<file path="src/rtl/avr_ifetch.sv">
// Instruction fetch for avr_cpu: issues reads to a synchronous ROM and queues words in a small FIFO.
// Define IFETCH_WIDE_EN to present 32-bit opcodes (JMP/CALL/LDS/STS) as one unit with instr_ext.
module avr_ifetch #(
    parameter int PADDR_W  = 9,
    parameter int DEPTH    = 2,
    parameter int RESET_PC = 0
) (
    input  logic               CLK,
    input  logic               RST,
    output logic [PADDR_W-1:0] pm_addr,
    output logic               pm_rd,
    input  logic [15:0]        pm_data,
    output logic [15:0]        instr,
`ifdef IFETCH_WIDE_EN
    output logic [15:0]        instr_ext,
`endif
    output logic [PADDR_W-1:0] instr_pc,
    output logic               instr_valid,
    input  logic               instr_ack,
    input  logic               redirect,
    input  logic [PADDR_W-1:0] redirect_pc
);
    localparam int PTR_W = (DEPTH > 1) ? $clog2(DEPTH) : 1;
    localparam int CNT_W = $clog2(DEPTH + 1);
    localparam logic [PADDR_W-1:0] W_RST_PC = PADDR_W'(RESET_PC);

    logic [15:0]        r_word [DEPTH];
    logic [PADDR_W-1:0] r_wpc  [DEPTH];
    logic [PTR_W-1:0]   r_head, r_tail;
    logic [CNT_W-1:0]   r_count;
    logic [PADDR_W-1:0] r_fetch_pc;
    logic               r_infl;
    logic [PADDR_W-1:0] r_infl_pc;

    logic [CNT_W:0]     w_occ;
    logic               w_push;
    logic               w_pop;
    logic [1:0]         w_pop_n;
    logic               w_valid;
    logic [PTR_W-1:0]   w_head1;

    function automatic logic [PTR_W-1:0] f_inc(input logic [PTR_W-1:0] p);
        return (p == PTR_W'(DEPTH - 1)) ? '0 : p + 1'b1;
    endfunction

    // In-flight read counts against free space so a returning word always has a slot.
    assign w_occ   = {1'b0, r_count} + {{CNT_W{1'b0}}, r_infl};
    assign pm_rd   = !RST && !redirect && (w_occ < (CNT_W+1)'(DEPTH));
    assign pm_addr = r_fetch_pc;
    assign w_push  = r_infl && !redirect;
    assign w_head1 = f_inc(r_head);

`ifdef IFETCH_WIDE_EN
    function automatic logic f_is32(input logic [15:0] w);
        return ((w & 16'hFE0C) == 16'h940C) || ((w & 16'hFC0F) == 16'h9000);
    endfunction

    logic w_is32;
    assign w_is32    = f_is32(r_word[r_head]);
    assign w_valid   = (r_count != '0) && (!w_is32 || (r_count >= CNT_W'(2)));
    assign instr_ext = (w_valid && w_is32) ? r_word[w_head1] : 16'h0000;
    assign w_pop_n   = w_pop ? (w_is32 ? 2'd2 : 2'd1) : 2'd0;
`else
    assign w_valid   = (r_count != '0);
    assign w_pop_n   = w_pop ? 2'd1 : 2'd0;
`endif

    assign w_pop       = w_valid && instr_ack && !redirect;
    assign instr_valid = w_valid;
    assign instr       = w_valid ? r_word[r_head] : 16'h0000;
    assign instr_pc    = w_valid ? r_wpc[r_head]  : '0;

    always_ff @(posedge CLK or posedge RST) begin
        if (RST) begin
            r_fetch_pc <= W_RST_PC;
            r_infl     <= 1'b0;
            r_infl_pc  <= '0;
            r_head     <= '0;
            r_tail     <= '0;
            r_count    <= '0;
        end else begin
            r_infl    <= pm_rd;
            r_infl_pc <= r_fetch_pc;
            if (redirect) begin
                // The return landing this cycle belongs to the old stream and is dropped.
                r_fetch_pc <= redirect_pc;
                r_head     <= '0;
                r_tail     <= '0;
                r_count    <= '0;
            end else begin
                if (pm_rd)
                    r_fetch_pc <= r_fetch_pc + 1'b1;
                if (w_push)
                    r_tail <= f_inc(r_tail);
                if (w_pop_n == 2'd2)
                    r_head <= f_inc(w_head1);
                else if (w_pop_n == 2'd1)
                    r_head <= w_head1;
                r_count <= r_count + CNT_W'(w_push) - CNT_W'(w_pop_n);
            end
        end
    end

    always_ff @(posedge CLK) begin
        if (w_push) begin
            r_word[r_tail] <= pm_data;
            r_wpc[r_tail]  <= r_infl_pc;
        end
    end

endmodule

</file>
<file path="config.mk">
export PLATFORM = sky130hd
export DESIGN_NAME = avr_ifetch
export DESIGN_NICKNAME = d
export VERILOG_FILES = /design/src/rtl/avr_ifetch.sv
export SDC_FILE = /design/constraint.sdc
export NUM_CORES = 1
export LEC_CHECK = 0
export CAP_MARGIN = 0
export CORE_MARGIN = 1.5
export CORE_UTILIZATION = 49
export DETAILED_ROUTE_END_ITERATION = 12
export PLACE_DENSITY = 0.87
export SLEW_MARGIN = 20
export SYNTH_ARGS = -nofsm -noshare
export SYNTH_HDL_FRONTEND = slang
export SYNTH_SLANG_ARGS = --single-unit
</file>
<file path="constraint.sdc">
create_clock -name CLK -period 2.6 [get_ports CLK]
set_clock_uncertainty 0.05 [all_clocks]
set_input_delay 0.39 -clock CLK [delete_from_list [all_inputs] [get_ports CLK]]
set_output_delay 0.39 -clock CLK [all_outputs]
set_load 0.05 [all_outputs]
</file>
==> run_1/flops_by_reg.png <==
Bar = 20 um. Other sequential cells in the stronger gray, the rest of the logic in the fainter gray.
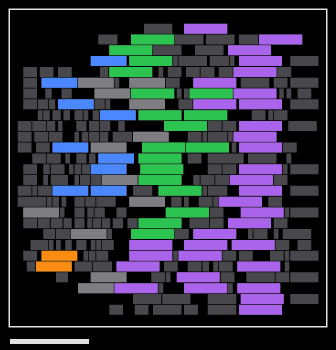
signal	color	flops
pm_addr	blue	9
r_word	purple	32
r_wpc	green	18
r_count	orange	2
not colored	12

==> run_1/placement_by_type.png <==
Bar = 20 um.
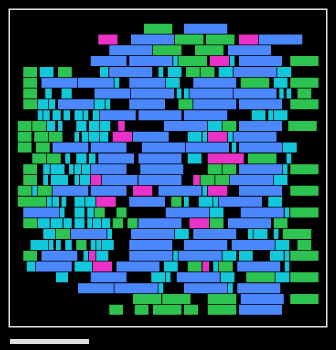
class	color	cells	share of their area
clock drivers and dummy loads	magenta	16	4.8%
sequential cells	blue	73	52%
combinational and other logic	cyan	118	19%
remaining buffers and delay cells	green	70	24%

==> run_1/clk_routes.png <==
Bar = 20 um.
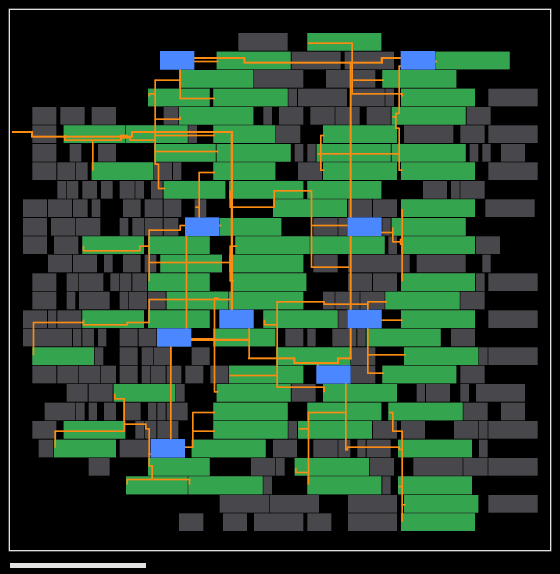
[flip-flops] green | count: 73
[clock wires] orange | length: 731 um
[clock drivers] blue | count: 9
routed clock nets	10
Clk pwr share: 27.4%
worst skew pair latency: 0.33 ns
clock-net power: 0.811 mW

==> flow_metrics.env, run 1 <==
# implementation run metrics
export IMPL_status="finished clean"
export IMPL_firstDrtPassIters=5
export IMPL_peakVddDrop_v=0.000461
export IMPL_grt_pass1_wl_um=9020
export IMPL_warnings=26
export IMPL_p_sw_mw=0.887
export IMPL_hold_class="flip-flop to flip-flop"
export IMPL_syn_area_mm2=0.00287
export IMPL_fp_nets=232
export IMPL_seq_power_share_pct=46.5
export IMPL_synth_top_cell_area_share_pct=52.4
export IMPL_fp_dieW_um=79.5
export IMPL_rows=27
export IMPL_antenna_found_initial=0
export IMPL_finalSetupTns_ns=0
export IMPL_yosysUniqueCellTypes=23
export IMPL_rr_worst_depth=3
export IMPL_ys_seq_share_pct=72.4
export IMPL_wirelength_met1_um=2300
export IMPL_syn_area_per_cell_um2=14.3
export IMPL_combGateArea_um2=738
export IMPL_crit_start="pm_addr[2]$_DFFE_PP0P_"
export IMPL_logic_gates=113
export IMPL_hold_start="r_infl_pc[0]$_DFF_PP0_"
export IMPL_reg2reg_from="r_count[0]$_DFF_PP0_"
export IMPL_wl_met2_um=2860
export IMPL_rsz0062_at_grt="false"
export IMPL_taps=72
export IMPL_nFillCells=359
export IMPL_crit_required_ns=2.16
export IMPL_swShare_pct=30.0
export IMPL_top_usage_layer="met2"
export IMPL_crit_type="flip-flop to primary output"
export IMPL_edf_count=50
export IMPL_chipArea_mm2=0.00632
export IMPL_combinationalPowerShare_pct=26.1
export IMPL_grtUsageMet3_pct=5.26
export IMPL_synth_cells=200
export IMPL_powerComb_mw=0.771
export IMPL_wl_met3_um=389
export IMPL_worstMarginPinSlew_ns=0.856
export IMPL_crit_family="buffers and inverters"
export IMPL_ant_nets=0
export IMPL_ios=65
export IMPL_io_buffers=64
export IMPL_post_cts_buffers=0
export IMPL_setup_viol=0
export IMPL_clockBufferDepth=2
export IMPL_globalRouteMet1Util_pct=23.9
export IMPL_ff_count=73
export IMPL_cts_tree="yes"
export IMPL_common_cells="edfxtp_1 (50), nor2_1 (36), mux2i_1 (26)"
export IMPL_synth_largest_area_cell="edfxtp_1"
export IMPL_fin_crit_ns=2.17
export IMPL_worstHoldPathCells=0
export IMPL_die_y_um=79.5
export IMPL_floorplan_core_util_pct=51.4
export IMPL_fin_crit_sh_pct=83.4
export IMPL_whs_endpoint="r_wpc[0][0]$_DFFE_PP_"
export IMPL_endpoint="pm_addr[2]"
export IMPL_numCtsBuffers=9
export IMPL_root_buffer="clkbuf_8"
export IMPL_final_layout_top_logic_cell="edfxtp_1"
export IMPL_post_cts_resized=0
run 1: sequential cells by signal (all words and copies together), names as in the netlist:
register	cells
r_head	1
r_count	2
r_infl	1
r_wpc	18
r_tail	1
r_infl_pc	9
pm_addr	9
r_word	32
run 1: per-stage QoR:
step | instance area (um^2) | worst slack, ns | util [%] | power (mW) | hold slack, ns
6_report | 4060 | 0.433 | 72.8 | 2.95 | 0.393
5_1_grt | 4060 | 0.357 | 72.8 | 3.06 | 0.401
4_1_cts | 4060 | 0.426 | 72.8 | 2.97 | 0.395
3_5_place_dp | 3870 | 0.455 | 69.4 | 2.17 | 0.379
3_3_place_gp | 3870 | 0.497 | 69.4 | 2.15 | 0.371
2_1_floorplan | 2870 | 0.0751 | - | 1.80 | 0.342
==> run_1/congestion.png <==
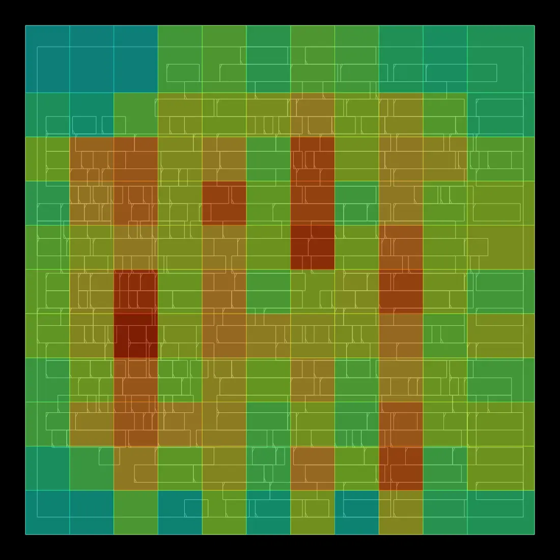

--- run 2 (diff from run 1) ---
--- a/config.mk
+++ b/config.mk
@@ -7,9 +7,9 @@
 export LEC_CHECK = 0
 export CAP_MARGIN = 0
 export CORE_MARGIN = 1.5
-export CORE_UTILIZATION = 49
+export CORE_UTILIZATION = 45
 export DETAILED_ROUTE_END_ITERATION = 12
-export PLACE_DENSITY = 0.87
+export PLACE_DENSITY = 0.85
 export SLEW_MARGIN = 20
 export SYNTH_ARGS = -nofsm -noshare
 export SYNTH_HDL_FRONTEND = slang
==> constraint.sdc (replaced) <==
create_clock -name CLK -period 1.8 [get_ports CLK]
set_clock_uncertainty 0.05 [all_clocks]
set_input_delay 0.27 -clock CLK [delete_from_list [all_inputs] [get_ports CLK]]
set_output_delay 0.27 -clock CLK [all_outputs]
set_load 0.05 [all_outputs]
==> run_2/congestion.png <==
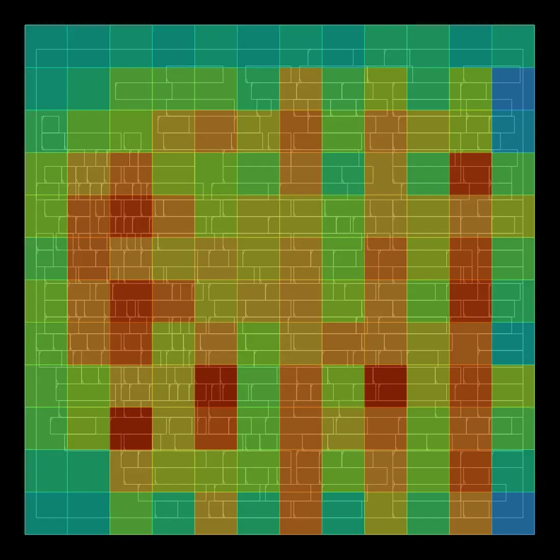
Top Usage Layer GRT: met2
gr usage total: 18.8%

==> run 2 against run 1 <==
Effect of this change:
- the flow now finishes with violations (negative setup slack)
- clock power rose by 52%
- synthesized cell count stayed put
- non-clock buffer count up 20
- routed wire length increased by 18%
- area after synthesis did not move
- total power increased by 59%
- core utilization up 3.4 points
- sequential cell count is the same
- via count grew 7.2%
- register-to-register slack got worse by 0.76 ns
==> flow_metrics.env, run 2 <==
# implementation run metrics
export IMPL_status="finished with violations"
export IMPL_violations="negative setup slack"
export IMPL_rows=28
export IMPL_peakVddDrop_v=0.000704
export IMPL_numCtsBuffers=9
export IMPL_place_ws_ns=-0.131
export IMPL_firstDrtPassIters=4
export IMPL_clockPowerShare_pct=26.2
export IMPL_io_buffers=64
export IMPL_die_y_um=82.8
export IMPL_clockBufferDepth=2
export IMPL_fin_hold_ws_ns=0.270
export IMPL_synth_top_cell_area_share_pct=52.4
export IMPL_hold_class="input pin to asynchronous set/reset pin"
export IMPL_floorplan_core_util_pct=47.6
export IMPL_worstMarginPinSlew_ns=0.302
export IMPL_edf_count=50
export IMPL_post_cts_resized=17
export IMPL_syn_area_mm2=0.00287
export IMPL_synth_largest_area_cell="edfxtp_1"
export IMPL_chipArea_mm2=0.00686
export IMPL_fin_crit_ns=1.85
export IMPL_pg_clk_mw=1.23
export IMPL_rr_worst_depth=5
export IMPL_final_layout_top_logic_cell="edfxtp_1"
export IMPL_largest_reg_flops=32
export IMPL_fin_crit_sh_pct=103
export IMPL_powerComb_mw=1.47
export IMPL_setup_slack_ns=-0.0517
export IMPL_p_sw_mw=1.45
export IMPL_ys_seq_share_pct=72.4
export IMPL_seq_power_share_pct=42.4
export IMPL_antenna_found_initial=0
export IMPL_placed_area_mm2=0.00401
export IMPL_combinationalPowerShare_pct=31.4
export IMPL_reg_top3="r_word: 32 flops, r_wpc: 18 flops"
export IMPL_fp_nets=232
export IMPL_ios=65
export IMPL_setup_viol=27
export IMPL_crit_required_ns=1.48
export IMPL_cts_tree="yes"
export IMPL_fp_dieW_um=82.8
==> run_2/flops_by_reg.png <==
Bar = 20 um. Other sequential cells in the stronger gray, the rest of the logic in the fainter gray.
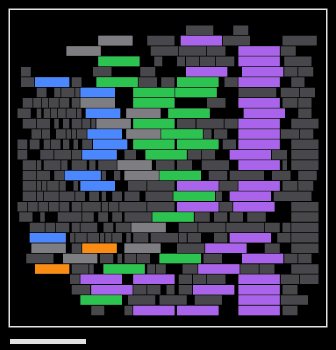
signal	color	flops
pm_addr	blue	9
r_count	orange	2
r_word	purple	32
r_wpc	green	18
final core utilization: 76.2%
Seq. pwr: 1.99 mW
Seq. cell area: 0.00208 mm^2

-- run 2: netlist changes by cell type in the layout (fill, tap and decap cells not counted), sizes merged --
cell and change:
buf +29, clkbuf +2, clkdlybuf4s50 -10, clkinvlp -1
-- run 2: layout make-up --
class | count | area [um^2]
multi-input combinational | 113 | 972
clock inverter | 4 | 23.8
fill | 344 | 1430
sequential | 73 | 2080
inverter | 5 | 18.8
clock buffer | 12 | 176
timing repair buffer | 90 | 1230
tap | 75 | 93.8
-- run 2: layer usage --
metal	global-route usage (%)	share of wire (%)
met1	22.0	39
met2	32.9	53
met5	0	0
met4	8.03	2.3
met3	4.67	5.6
-- run 2: worst max-delay path: cells and delay by family, from the launching register on --
family | cells | cell delay (ns)
buf+inv | 2 | 0.34
flops | 1 | 0.44
simple gates | 1 | 0.06
mux | 1 | 0.34
==> run_2/placement_by_type.png <==
Bar = 20 um.
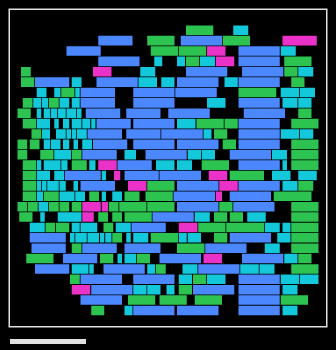

--- run 3 (diff from run 2) ---
--- a/config.mk
+++ b/config.mk
@@ -7,9 +7,11 @@
 export LEC_CHECK = 0
 export CAP_MARGIN = 0
 export CORE_MARGIN = 1.5
-export CORE_UTILIZATION = 45
+export CORE_UTILIZATION = 47
+export CTS_BUF_LIST = sky130_fd_sc_hd__clkbuf_8
 export DETAILED_ROUTE_END_ITERATION = 12
-export PLACE_DENSITY = 0.85
+export GPL_ROUTABILITY_DRIVEN = 0
+export PLACE_DENSITY = 0.87
 export SLEW_MARGIN = 20
 export SYNTH_ARGS = -nofsm -noshare
 export SYNTH_HDL_FRONTEND = slang
==> run_3/placement_by_type.png <==
Bar = 20 um.
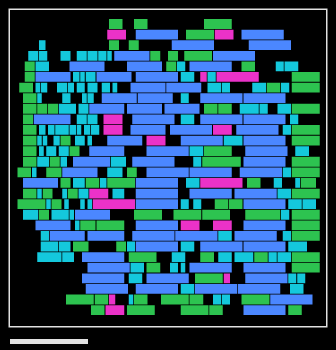
class	color	cells	share of their area
remaining buffers and delay cells	green	84	26%
sequential cells	blue	73	48%
clock drivers and dummy loads	magenta	16	5.6%
combinational and other logic	cyan	118	20%

==> run_3/congestion.png <==
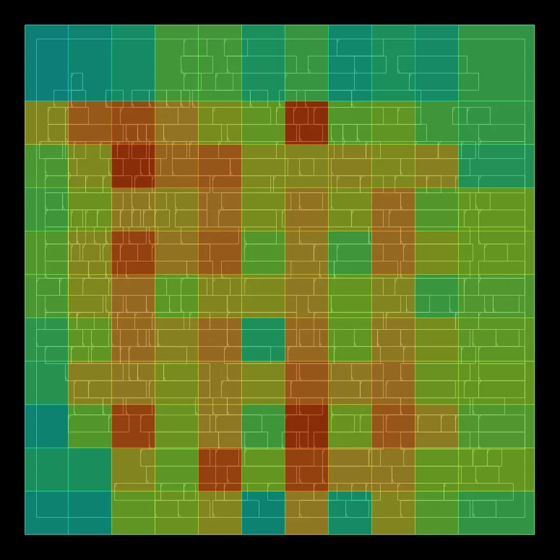
met3 GRT Util: 4.94%
met1 GRT Util: 23.1%
final core utilization: 74.4%
gr usage total: 20.1%
met2 GRT Util: 34.8%

==> run 3 against run 2 <==
Effect of this change:
- critical path type unchanged
- the flow still finishes with violations (negative setup slack)
- via count down 2.2%
- routed wire length down 7.3%
- largest power group unchanged
- area after synthesis unchanged
==> flow_metrics.env, run 3 <==
# implementation run metrics
export IMPL_status="finished with violations"
export IMPL_violations="negative setup slack"
export IMPL_largest_reg_flops=32
export IMPL_fp_dieW_um=81.1
export IMPL_antenna_found_initial=0
export IMPL_fin_crit_ns=1.81
export IMPL_edf_count=50
export IMPL_chipArea_mm2=0.00658
export IMPL_fp_nets=232
export IMPL_rr_worst_depth=4
export IMPL_hold_class="input pin to asynchronous set/reset pin"
export IMPL_rows=28
export IMPL_ios=65
export IMPL_io_buffers=64
export IMPL_synth_top_cell_area_share_pct=52.4
export IMPL_final_layout_top_logic_cell="edfxtp_1"
export IMPL_fin_hold_ws_ns=0.277
export IMPL_clockBufferDepth=2
export IMPL_ys_seq_share_pct=72.4
export IMPL_post_cts_resized=12
export IMPL_critPathBufInv=3
export IMPL_place_ws_ns=-0.138
export IMPL_fin_crit_sh_pct=101
export IMPL_setup_slack_ns=-0.0141
export IMPL_setup_viol=14
export IMPL_numCtsBuffers=9
export IMPL_reg_top3="r_word: 32 flops, r_wpc: 18 flops"
export IMPL_worstMarginPinSlew_ns=0.287
export IMPL_firstDrtPassIters=4
export IMPL_floorplan_core_util_pct=48.4
export IMPL_crit_required_ns=1.48
export IMPL_cts_tree="yes"
export IMPL_peakVddDrop_v=0.000585
export IMPL_crit_family="buffers and inverters"
export IMPL_die_y_um=81.1
export IMPL_syn_area_mm2=0.00287
==> run 3: metal layers <==
layer  wire (um)  track usage (%)  up-vias
li1            -                -      906
met1        2440             23.1      955
met3         387             4.94        7
met2        3250             34.8       70
met5           0                0        -
met4          62             10.3        0
==> run 3: final cells by class <==
| class | instances | area (um^2) |
|---|---|---|
| inverter | 5 | 18.8 |
| sequential | 73 | 2080 |
| clock buffer | 10 | 138 |
| tap | 75 | 93.8 |
| fill | 363 | 1520 |
| clock inverter | 6 | 105 |
| multi-input combinational | 113 | 838 |
| timing repair buffer | 84 | 1130 |
==> run 3: power by group <==
group,leakage (nW),internal [mW],switching (mW),total [mW]
Sequential,0.727,1.90,0.0875,1.99
Combinational,0.786,0.587,0.702,1.29
Clock,0.126,0.951,0.582,1.53

==> layout pictures side by side <==
Gate families picked out.
(a)
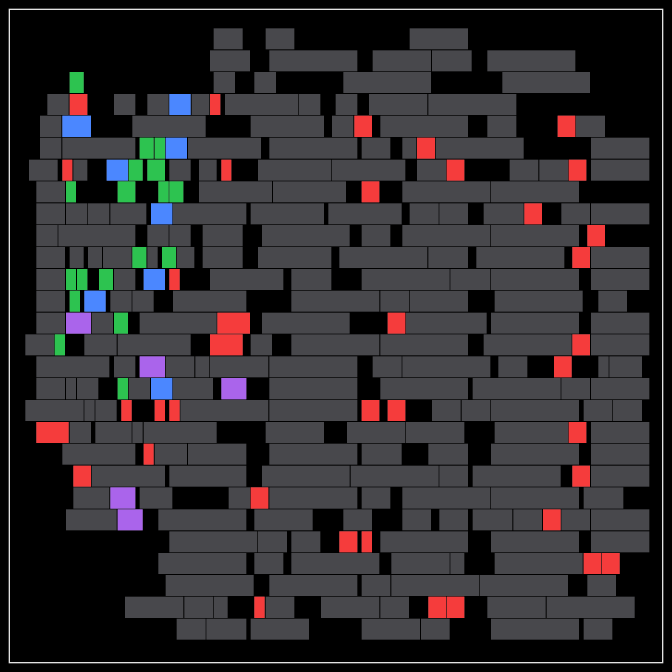
(b)
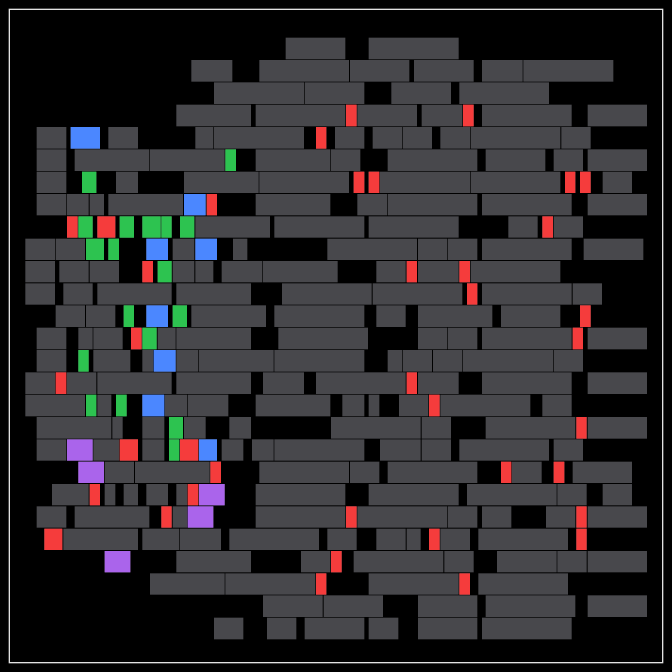
(c)
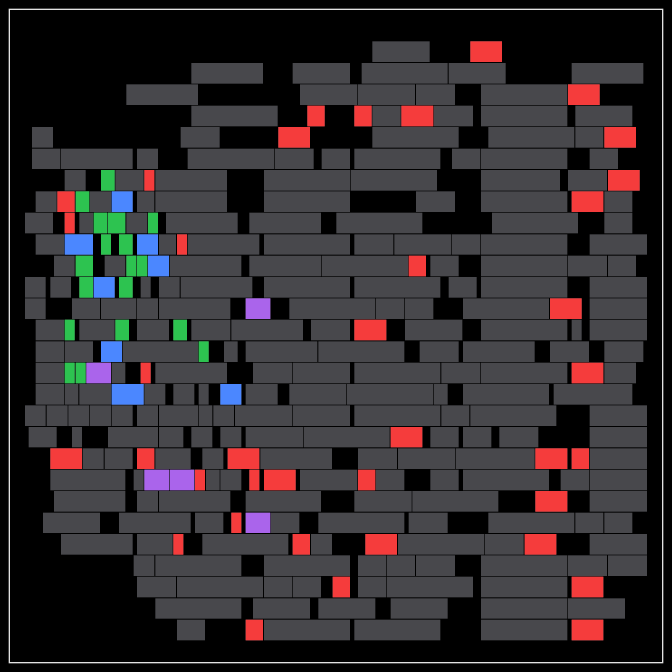
(c): run 2
(a): run 3
(b): run 1

Key to (a):
family	color	cells
nor cells	red	38
xor and xnor cells	purple	5
and/or cells	blue	8
nand cells	green	18

Power figures rest on the tool's default switching activity, not on a simulated workload.
